Fig. 1: run 1, clock distribution
Drawn at 6 px/um.
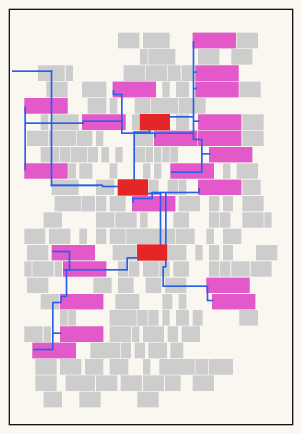
Fig. 2: run 1, wiring heat map
Drawn at 6 px/um. 9 x 14 tiles, from white (low) to dark blue (high), scaled to the fullest tile. Values are wire area over tile area, all layers added.
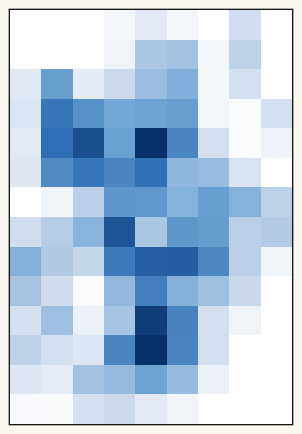
Fig. 3: run 1, close-up of the layout
Region (8, 6) to (38, 36) um. Cells in grey, sequential cells in the stronger grey; small squares are vias.
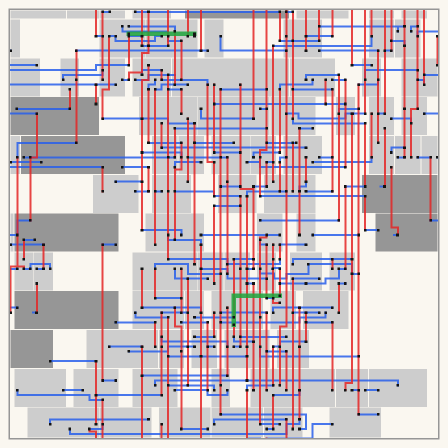
[src/rtl/dma_priority_arbiter.sv]
// DMA request/priority arbiter.
// Synchronises the DREQ lines and merges them with the software request bits.
// Masking and the command-register controls are applied before arbitration.
// Raises HRQ, waits for HLDA, then picks one channel by fixed or rotating
// priority. The winner is held on chanSel and DACK until the service
// completes or the CPU withdraws HLDA.
module dma_priority_arbiter #(
    parameter int NUM_CH = 4
) (
    input  logic                      CLK,
    input  logic                      RESET,
    input  logic [NUM_CH-1:0]         DREQ,
    input  logic                      HLDA,
    input  logic [NUM_CH-1:0]         maskReg,
    input  logic [NUM_CH-1:0]         requestReg,
    input  logic [7:0]                commandReg,
    input  logic                      serviceDone,
    output logic                      HRQ,
    output logic [NUM_CH-1:0]         DACK,
    output logic [$clog2(NUM_CH)-1:0] chanSel,
    output logic                      chanValid,
    output logic                      grant,
    output logic [NUM_CH-1:0]         swReqClr
);

    localparam int CH_W = $clog2(NUM_CH);

    typedef enum logic [1:0] {
        IDLE    = 2'd0,
        REQ     = 2'd1,
        SVC     = 2'd2,
        RELEASE = 2'd3
    } state_t;

    // Command register fields
    logic cmd_disable;
    logic cmd_rotate;
    logic cmd_dreq_low;
    logic cmd_dack_high;

    assign cmd_disable   = commandReg[2];
    assign cmd_rotate    = commandReg[4];
    assign cmd_dreq_low  = commandReg[6];
    assign cmd_dack_high = commandReg[7];

    // Remaining command bits belong to the timing block, not to arbitration.
    logic unused_cmd;
    assign unused_cmd = ^{commandReg[5], commandReg[3], commandReg[1:0]};

    // Registered state
    state_t            state_q, state_d;
    logic              hrq_q, hrq_d;
    logic [NUM_CH-1:0] ack_q, ack_d;
    logic [CH_W-1:0]   chan_sel_q, chan_sel_d;
    logic              chan_valid_q, chan_valid_d;
    logic              grant_q, grant_d;
    logic [NUM_CH-1:0] sw_req_clr_q, sw_req_clr_d;
    logic [CH_W-1:0]   top_pri_q, top_pri_d;
    logic [NUM_CH-1:0] dreq_sync_q, dreq_sync_d;

    // Request qualification
    logic [NUM_CH-1:0] pending;
    logic              any_req;
    logic [CH_W-1:0]   prio_base;
    logic [CH_W-1:0]   winner;

    // Scan from the highest-priority channel downwards, wrapping modulo
    // NUM_CH (NUM_CH is a power of two, so the CH_W-bit add wraps for free).
    function automatic logic [CH_W-1:0] pick_winner(
        input logic [NUM_CH-1:0] req,
        input logic [CH_W-1:0]   top
    );
        logic [CH_W-1:0] win;
        logic [CH_W-1:0] idx;
        logic            found;
        win   = '0;
        found = 1'b0;
        for (int k = 0; k < NUM_CH; k++) begin
            idx = top + CH_W'(k);
            if (!found && req[idx]) begin
                win   = idx;
                found = 1'b1;
            end
        end
        return win;
    endfunction

    // Normalise DREQ polarity ahead of the synchroniser so everything
    // downstream sees active-high requests.
    always_comb begin
        dreq_sync_d = DREQ ^ {NUM_CH{cmd_dreq_low}};
    end

    // Merge hardware and software requests; software requests bypass the mask.
    always_comb begin
        pending   = (dreq_sync_q & ~maskReg) | requestReg;
        any_req   = (|pending) & ~cmd_disable;
        prio_base = cmd_rotate ? top_pri_q : '0;
        winner    = pick_winner(pending, prio_base);
    end

    // Next-state and output logic for the hold/grant handshake.
    always_comb begin
        state_d      = state_q;
        hrq_d        = hrq_q;
        ack_d        = ack_q;
        chan_sel_d   = chan_sel_q;
        chan_valid_d = chan_valid_q;
        grant_d      = 1'b0;
        sw_req_clr_d = '0;
        top_pri_d    = top_pri_q;

        unique case (state_q)
            IDLE: begin
                if (any_req) begin
                    hrq_d   = 1'b1;
                    state_d = REQ;
                end
            end

            REQ: begin
                hrq_d = 1'b1;
                // Arbitrate only on the HLDA cycle; before that, pending may
                // come and go freely.
                if (HLDA) begin
                    if (any_req) begin
                        chan_sel_d         = winner;
                        ack_d              = '0;
                        ack_d[winner]      = 1'b1;
                        chan_valid_d       = 1'b1;
                        grant_d            = 1'b1;
                        state_d            = SVC;
                    end else begin
                        hrq_d   = 1'b0;
                        state_d = RELEASE;
                    end
                end
            end

            SVC: begin
                // Selection is frozen; competing requests wait for the next round.
                if (serviceDone) begin
                    hrq_d                    = 1'b0;
                    ack_d                    = '0;
                    chan_valid_d             = 1'b0;
                    sw_req_clr_d[chan_sel_q] = 1'b1;
                    if (cmd_rotate) begin
                        top_pri_d = chan_sel_q + CH_W'(1);
                    end
                    state_d = RELEASE;
                end else if (!HLDA) begin
                    // CPU took the bus back: abandon without crediting the channel.
                    hrq_d        = 1'b0;
                    ack_d        = '0;
                    chan_valid_d = 1'b0;
                    state_d      = RELEASE;
                end
            end

            RELEASE: begin
                // Guarantees HRQ is low for at least one cycle between services.
                hrq_d = 1'b0;
                if (!HLDA) begin
                    state_d = IDLE;
                end
            end

            default: begin
                state_d = IDLE;
            end
        endcase

        // Leaving rotating mode restores the fixed 0..3 ordering.
        if (!cmd_rotate) begin
            top_pri_d = '0;
        end
    end

    // State register with synchronous reset.
    always_ff @(posedge CLK) begin
        if (RESET) begin
            state_q      <= IDLE;
            hrq_q        <= 1'b0;
            ack_q        <= '0;
            chan_sel_q   <= '0;
            chan_valid_q <= 1'b0;
            grant_q      <= 1'b0;
            sw_req_clr_q <= '0;
            top_pri_q    <= '0;
            dreq_sync_q  <= '0;
        end else begin
            state_q      <= state_d;
            hrq_q        <= hrq_d;
            ack_q        <= ack_d;
            chan_sel_q   <= chan_sel_d;
            chan_valid_q <= chan_valid_d;
            grant_q      <= grant_d;
            sw_req_clr_q <= sw_req_clr_d;
            top_pri_q    <= top_pri_d;
            dreq_sync_q  <= dreq_sync_d;
        end
    end

    // Output mapping; DACK polarity follows the command register live.
    assign HRQ       = hrq_q;
    assign DACK      = ack_q ^ {NUM_CH{~cmd_dack_high}};
    assign chanSel   = chan_sel_q;
    assign chanValid = chan_valid_q;
    assign grant     = grant_q;
    assign swReqClr  = sw_req_clr_q;

endmodule
[config.mk]
export PLATFORM = sky130hd
export DESIGN_NAME = dma_priority_arbiter
export DESIGN_NICKNAME = d
export VERILOG_FILES = /design/src/rtl/dma_priority_arbiter.sv
export SDC_FILE = /design/constraint.sdc
export NUM_CORES = 1
export LEC_CHECK = 0
export CAP_MARGIN = 40
export CORE_AREA = 2 2 45 67
export CTS_CLUSTER_DIAMETER = 30
export DETAILED_ROUTE_END_ITERATION = 8
export DIE_AREA = 0 0 47 69
export GPL_TIMING_DRIVEN = 0
export PLACE_DENSITY = 0.77
export SYNTH_ARGS = -nofsm -noshare
export SYNTH_HDL_FRONTEND = slang
export SYNTH_SLANG_ARGS = --single-unit
[constraint.sdc]
create_clock -name CLK -period 4.55 [get_ports CLK]
set_input_delay 0.455 -clock CLK [delete_from_list [all_inputs] [get_ports CLK]]
set_output_delay 0.455 -clock CLK [all_outputs]
set_load 0.03 [all_outputs]
==> results.txt, run 1 <==
H-tree Lvls: 1
outcome: complete, no violations
Syn Area/Cell: 8.97 um2
worst rel slew slack: 67.9%
Die H: 69 um
crit-path cells: clkdlybuf4s50_1 > nor2b_4 > nor4_2 > a311o_1 > a21o_1 > or4_1 > o21ai_1
cell count in the Yosys report: 141
Num CTS Buffers: 3
fraction of registers with async set/reset: 0%
post-synth cell types: 45
fillers: 259
Final Cycle Share: 51.5%
pin count of the biggest net entering global routing: 13
hold_sp: ack_q[3]$_SDFFE_PP0P_
Buffers on Ports: 30
max cap viols: 0
Net Count, Synth: 174
vias in the first global route: 1104
Critical R2R Launch: state_q[1]$_SDFFE_PP0P_
tool warnings: 37
Commonest Layout Cell: clkdlybuf4s50_1
Back to the opening pictures, Fig. 1:
legend:
  clock drivers:
    colour: red
    count: 3
  flip-flops:
    colour: magenta
    count: 21
  clock wires:
    colour: blue
    length: 244 um
routed clock nets: 4
clk_skew: 1.44 ps
Clock Latency Late Sink: 260 ps
Clock group: 122 uW

Back to the opening pictures, Fig. 2:
tiles over half the peak: 25%
fullest tile: 0.43
emptiest ninth of the die: bottom right
nearly empty tiles: 18%
densest ninth of the die: middle
WL final: 2700 um
Vias: 1161
Wirelength per Cell: 12.8 um
Tot GR Track Use: 18.7%

Back to the opening pictures, Fig. 3:
legend:
  metal 3:
    colour: green
  metal 1:
    colour: blue
  metal 2:
    colour: red
most frequent: clkdlybuf4s50_1 (7)
netlist names of flops here include: `dreq_sync_q` (3), `ack_q` (2)
sequential cells in the window: 6
cells with their middle in the window: 72

==> run 1: registers in the layout, summed over array words and instances (netlist names), 2 cells and up <==
register / flops
chanSel: 2
swReqClr: 4
ack_q: 4
top_pri_q: 2
state_q: 2
dreq_sync_q: 4
==> run 1: metal layers <==
layer	up-vias	global-route usage, %	part of all wire, %
li1	575	-	-
met1	551	21.2	40
met2	31	33.8	56
met3	4	1.57	3.5
met4	0	6.48	1.0
met5	-	0	0
==> run 1: synth_stat cells (2+ instances only) <==
library cell / instances
a211oi_1: 5
a21oi_1: 6
a221oi_1: 2
and2_1: 5
clkbuf_1: 3
dfxtp_1: 21
ha_1: 9
inv_1: 5
mux2i_1: 2
nand2_1: 9
nand3_1: 6
nor2_1: 16
nor2b_2: 2
nor2b_4: 2
nor3_1: 6
o21ai_0: 2
o21ai_1: 4
or4_1: 2
xnor2_1: 8
==> run 1: worst max-delay path by stage <==
stage	slack [ps]	endpoint	cells after the start	startpoint
2_1_floorplan	2580	ack_q[0]$_SDFFE_PP0P_	7	state_q[1]$_SDFFE_PP0P_
3_3_place_gp	1970	ack_q[3]$_SDFFE_PP0P_	7	maskReg[2]
3_5_place_dp	1930	ack_q[0]$_SDFFE_PP0P_	7	maskReg[2]
4_1_cts	2210	ack_q[0]$_SDFFE_PP0P_	7	maskReg[2]
5_1_grt	2070	ack_q[0]$_SDFFE_PP0P_	7	maskReg[2]
6_report	2210	ack_q[0]$_SDFFE_PP0P_	7	maskReg[2]
==> run 1: critical path, delay by kind of cell <==
family                 cells  cell delay [ps]
AOI/OAI and AO/OA          3              860
and+or+nand+nor            3              780
buffers and inverters      1              450
==> run 1: cell type report <==
class | instances | share of cell area [%]
multi-input combinational | 111 | 48.5
buffer | 4 | 1.36
sequential | 21 | 25.4
timing repair buffer | 30 | 18.1
clock buffer | 3 | 2.49
tap | 37 | 2.79
clock inverter | 1 | 0.302
inverter | 5 | 1.13
==> run 1: stage by stage <==
step | std cells | instance area [um2] | util, % | power [mW] | hold slack [ps]
4_1_cts | 212 | 1660 | 62.6 | 0.624 | 480
6_report | 212 | 1660 | 62.6 | 0.625 | 475
3_5_place_dp | 208 | 1610 | 60.9 | 0.505 | 469
3_3_place_gp | 208 | 1610 | 60.9 | 0.492 | 460
2_1_floorplan | 141 | 1260 | - | 0.417 | 450
5_1_grt | 212 | 1660 | 62.6 | 0.665 | 507
==> run 1: cells by family (layout without fill, tap and decap cells) <==
group | Yosys count | in the layout | synth area share [%]
xor gates and xnor gates | 9 | 9 | 6.23
AOI/OAI and AO/OA | 32 | 32 | 18.8
DFF | 21 | 21 | 33.2
muxes | 4 | 4 | 4.25
buffers and inverters | 9 | 43 | 3.26
and+or+nand+nor | 57 | 57 | 25.3
adders and majority gates | 9 | 9 | 8.90
==> run 1: power by group through the flow <==
stage | clock [mW] | sequential, mW | combinational [mW]
3_5_place_dp | 0 | 0.236 | 0.269
4_1_cts | 0.121 | 0.231 | 0.271
6_report | 0.122 | 0.231 | 0.272
2_1_floorplan | 0 | 0.254 | 0.162
5_1_grt | 0.129 | 0.235 | 0.301
3_3_place_gp | 0 | 0.234 | 0.259
Fig. 4: run 1, selected gate families
Drawn at 8 px/um.
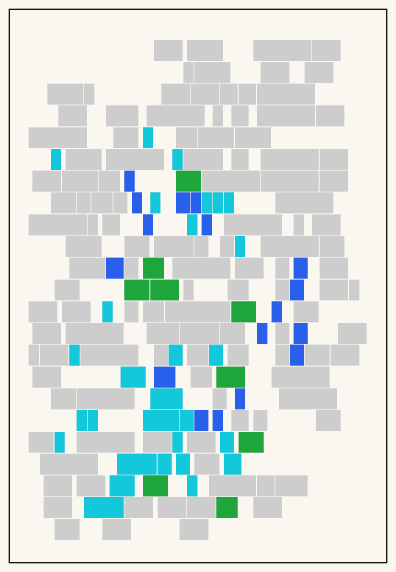

==> inputs of run 2 (changes only) <==
CORE_AREA = 2 2 48 73   (was 2 2 45 67)
DIE_AREA = 0 0 50 75   (was 0 0 47 69)
PLACE_DENSITY = 0.7   (was 0.77)
clock period = 1.9 ns   (was 4.55 ns; I/O delays follow)
Fig. 5: run 2, selected gate families
Drawn at 8 px/um.
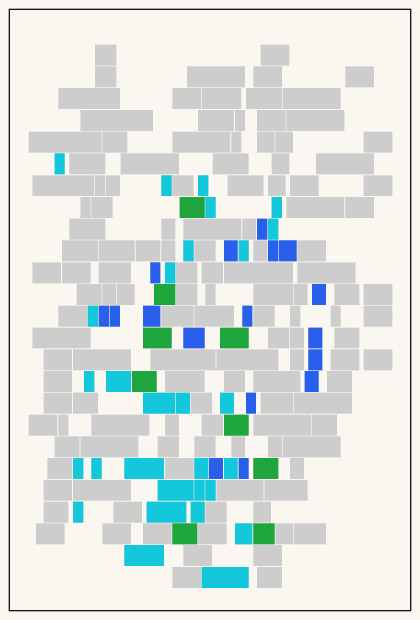
legend:
  AND-OR and OR-AND gates:
    colour: green
    cells: 9
  NAND gates:
    colour: blue
    cells: 17
  NOR gates:
    colour: cyan
    cells: 29
non-filler cells, final: 225
Commonest Layout Cell: clkdlybuf4s50_1
combinational fraction of the cell area: 48.2%

==> results.txt, run 2 <==
outcome: finished with violations
failing checks: setup timing
Worst Setup SP: maskReg[1]
Final Cell Area: 0.00181 mm2
tool warnings: 39
CP top delay family: simple AND/OR/NAND/NOR gates
Final Cycle Share: 101%
Vias: 1182
Wirelength per Cell: 12.8 um
hold_sp: commandReg[6]
pin count of the biggest net entering global routing: 13
worst rel slew slack: 69.9%
crit-path cells: clkdlybuf4s50_1 > nor2b_4 > nor2_2 > a221oi_2 > o32ai_2 > or4b_4 > o21ai_1
Dominant comb cell: simple AND/OR/NAND/NOR gates
Setup WS post-layout: -24.7 ps
top cells by count: 21 x dfxtp_1, 16 x nor2_1, 9 x ha_1, 9 x nand2_1, 8 x xnor2_1
vias in the first global route: 1071
Num CTS Buffers: 3
Crit. path cell count: 7
adder share: 8.90%
Final Setup Violations: 2
Util after Layout: 58.5%
Net Count, Synth: 174
Worst Path Buf+Inv: 1
Buffers on Ports: 30
-- run 2: how the worst max path moves through the flow --
stage | slack (ps) | to
after detailed placement | -440 | ack_q[3]$_SDFFE_PP0P_
after floorplan | 10 | ack_q[0]$_SDFFE_PP0P_
after CTS | -40 | ack_q[3]$_SDFFE_PP0P_
after global placement | -400 | ack_q[3]$_SDFFE_PP0P_
after global routing | -80 | chanSel[0]$_SDFFE_PP0P_
final | -20 | ack_q[3]$_SDFFE_PP0P_
-- run 2: cell type report --
class                      count  area, um2
multi-input combinational    111        873
clock buffer                   3       41.3
tap                           40       50.0
sequential                    21        428
clock inverter                 1       5.00
timing repair buffer          40        374
fill                         268       1280
inverter                       5       18.8
buffer                         4       22.5
-- run 2: metrics by stage --
step           std cells  hold WS (ps)  setup TNS [ps]
2_1_floorplan        141           274               0
3_3_place_gp         211           464           -2300
3_5_place_dp         211           465           -2630
4_1_cts              221           319           -53.3
5_1_grt              225           350            -275
6_report             225           315           -33.3
-- run 2: cells by family after synthesis --
logic type,Yosys count
and+or+nand+nor,57
muxes,4
adders and majority gates,9
xor gates and xnor gates,9
AOI/OAI and AO/OA,32
buffers and inverters,9
DFF,21
-- run 2: metal layers --
layer / GRT usage, % / wire length, um / vias up
li1: - / - / 590
met2: 30.8 / 1640 / 27
met5: 0 / 0 / -
met4: 10.2 / 72 / 0
met1: 14.8 / 1040 / 559
met3: 2.78 / 117 / 6
-- run 2: power by group --
part / internal, mW / switching (mW) / total, mW / leakage (nW)
Clock: 0.146 / 0.145 / 0.292 / 0.0255
Combinational: 0.389 / 0.396 / 0.786 / 0.476
Sequential: 0.511 / 0.0612 / 0.572 / 0.173
Total: 1.05 / 0.603 / 1.65 / 0.675
-- run 2: worst min-delay path, delay by kind of cell --
family                 cells  cell delay (ps)
AND/OR/NAND/NOR            1               30
XOR/XNOR                   1              170
buffers and inverters      1              140
-- run 2: repair_timing --
action                                  in CTS  in global routing
setup buffers                                6                  4
endpoints found under the setup margin       6                  5
resized                                      8                  9
pin swaps                                    3                  2
Fig. 6: run 2, close-up of the layout
Region (10, 8) to (40, 38) um. Cells in grey, sequential cells in the stronger grey; small squares are vias.
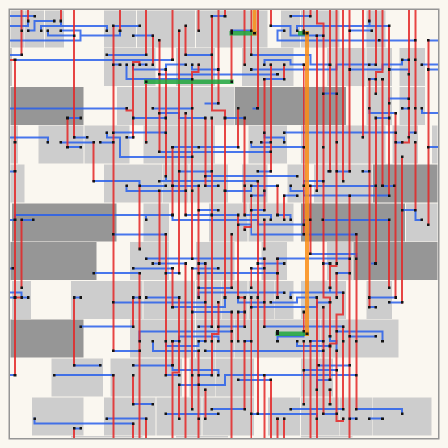

==> inputs of run 3 (changes only) <==
PLACE_DENSITY = 0.79   (was 0.7)
SETUP_SLACK_MARGIN = 0.5   (was unset)
SKIP_LAST_GASP = 1   (was unset)
Fig. 7: run 3, close-up of the layout
Region (10, 8) to (40, 38) um. Cells in grey, sequential cells in the stronger grey; small squares are vias.
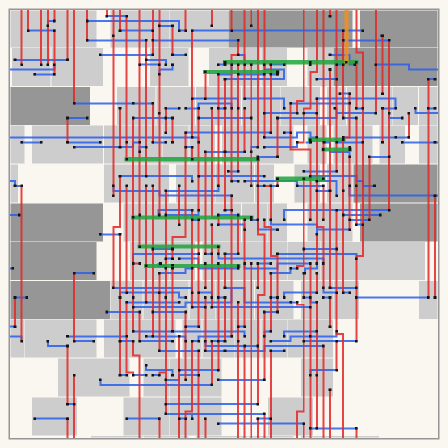
legend:
  metal 3:
    colour: green
  metal 4:
    colour: orange
  metal 1:
    colour: blue
  metal 2:
    colour: red
sequential cells in the window: 9
cells with their middle in the window: 72
netlist names of flops here include: `ack_q` (4), `dreq_sync_q` (4)
most frequent: dfxtp_1 (8), buf_4 (6)

==> results.txt, run 3 <==
Final Cycle Share: 101%
tool warnings: 40
Vias: 1286
worst rel slew slack: 68.7%
Critical R2R Launch: state_q[1]$_SDFFE_PP0P_
Final Setup Violations: 2
GR Util met2: 41.1%
top cells by count: 21 x dfxtp_1, 16 x nor2_1, 9 x ha_1, 9 x nand2_1, 8 x xnor2_1
max cap viols: 0
fillers: 249
Buffers on Ports: 30
pin count of the biggest net entering global routing: 13
hold slack: 341 ps
Compound-Gate Fraction of Synth Area: 18.8%
Commonest Layout Cell: dlygate4sd2_1
Util after Layout: 64.4%
vias in the first global route: 1296
Syn Area/Cell: 8.97 um2
Tot GR Track Use: 19.0%
failing checks: setup timing
Critical Path Fanout Max: 5
non-filler cells, final: 237
Final Cell Area: 0.00199 mm2
top-count cell post-synth: dfxtp_1
post-synth cell types: 45
Net Count, Synth: 174
fraction of registers with async set/reset: 0%
Hold Path Class: input pin to flip-flop
Wirelength per Cell: 14.9 um
CTS tree: done
Num CTS Buffers: 3
WL final: 3530 um
post-placement cell count: 211
M1 GR Usage: 16.9%
Clock Latency Late Sink: 250 ps
register area: 433 um2
clk_skew: 4.07 ps
H-tree Lvls: 1
adder share: 8.90%
Mux area share: 4.25%
Die H: 75 um
Simple Share, Synth: 25.3%
Setup WS post-layout: -21.9 ps
hold_sp: commandReg[6]
met3 usage: 1.79%
xor+xnor area frac: 6.23%
GPL Wtd Cong: 0.840
crit-path cells: inv_4 > ha_4 > nand2_2 > a311o_1 > a21o_1 > or4b_4 > o21ai_2
cell count in the Yosys report: 141
outcome: finished with violations
==> run 3: netlist changes by cell type in the layout (fill, tap and decap cells not counted), sizes merged <==
cell / delta
clkdlybuf4s50: -19
dlygate4sd2: +18
clkbuf: +1
buf: +12
==> run 3: worst max path at each step <==
stage / startpoint / end / slack (ps) / cells past startpoint
floorplan: dreq_sync_q[2]$_SDFF_PP0_ / ack_q[0]$_SDFFE_PP0P_ / 80 / 6
global placement: commandReg[4] / ack_q[3]$_SDFFE_PP0P_ / -390 / 8
detailed placement: commandReg[4] / ack_q[2]$_SDFFE_PP0P_ / -410 / 8
CTS: top_pri_q[0]$_SDFFE_PP0P_ / chanSel[0]$_SDFFE_PP0P_ / 40 / 6
global route: state_q[1]$_SDFFE_PP0P_ / ack_q[3]$_SDFFE_PP0P_ / -60 / 7
finish: state_q[1]$_SDFFE_PP0P_ / ack_q[2]$_SDFFE_PP0P_ / -20 / 7
==> run 3: kinds of logic (layout without fill, tap and decap cells) <==
group / after synthesis / in the layout
buffers and inverters: 9 / 65
flip-flops: 21 / 21
AND-OR/OR-AND: 32 / 32
multiplexers: 4 / 4
AND/OR/NAND/NOR: 57 / 57
XOR/XNOR: 9 / 9
adder cells (fa/ha/maj): 9 / 9
==> run 3: tightest hold or removal path, delay by kind of cell <==
family,cells,cell delay [ps]
XOR/XNOR,1,180
buffers and inverters,1,150
AND/OR/NAND/NOR,1,40
==> run 3: timing repair <==
item / CTS / global route
pin swaps: 10 / 10
gates cloned: 0 / 0
setup buffers: 17 / 5
setup endpoints to repair: 23 / 18
gates resized: 41 / 16
==> run 3: metrics by stage <==
stage	total power, mW	setup slack (ps)	setup TNS (ps)
3_3_place_gp	1.24	-392	-2000
2_1_floorplan	1.06	84.0	0
3_5_place_dp	1.28	-410	-2190
6_report	1.96	-21.9	-41.6
4_1_cts	1.80	36.1	0
5_1_grt	2.06	-59.8	-236
==> run 3: report_power, final <==
group,total (mW),switching (mW),internal [mW]
registers,0.584,0.0688,0.515
clock network,0.282,0.137,0.146
logic,1.09,0.540,0.553
total,1.96,0.745,1.21
==> run 3: area by class of cell <==
class	count	share of cell area, %
flip-flops and latches	21	21.7
plain buffers	4	1.13
clock buffers	3	2.07
inverters	5	1.19
clock inverters	1	0.251
multi-input cells	111	47.2
repair buffers	52	23.9
well taps	40	2.51
==> run 3: layer usage <==
layer,up-vias,wire length [um]
met4,0,49
li1,609,-
met1,621,1170
met3,6,150
met5,-,0
met2,50,2160

==> gallery <==
Congestion heat map.
Plate I
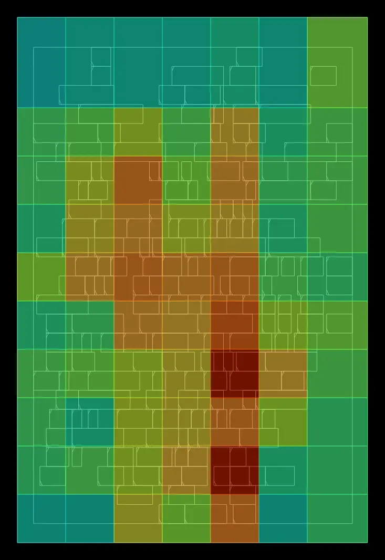
Plate II
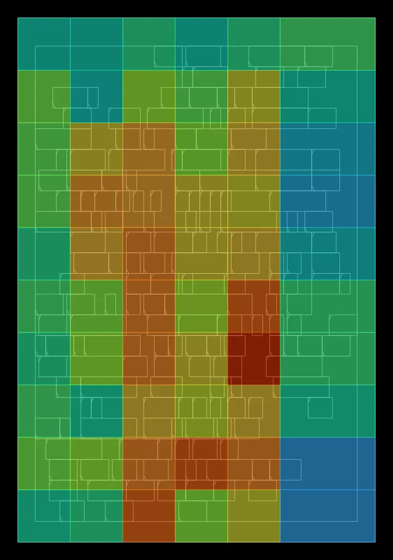
- run 1 = Plate II
- run 2 = Plate I
The one with the highest track usage is Plate II.

Power is estimated from default activity; no workload was simulated.
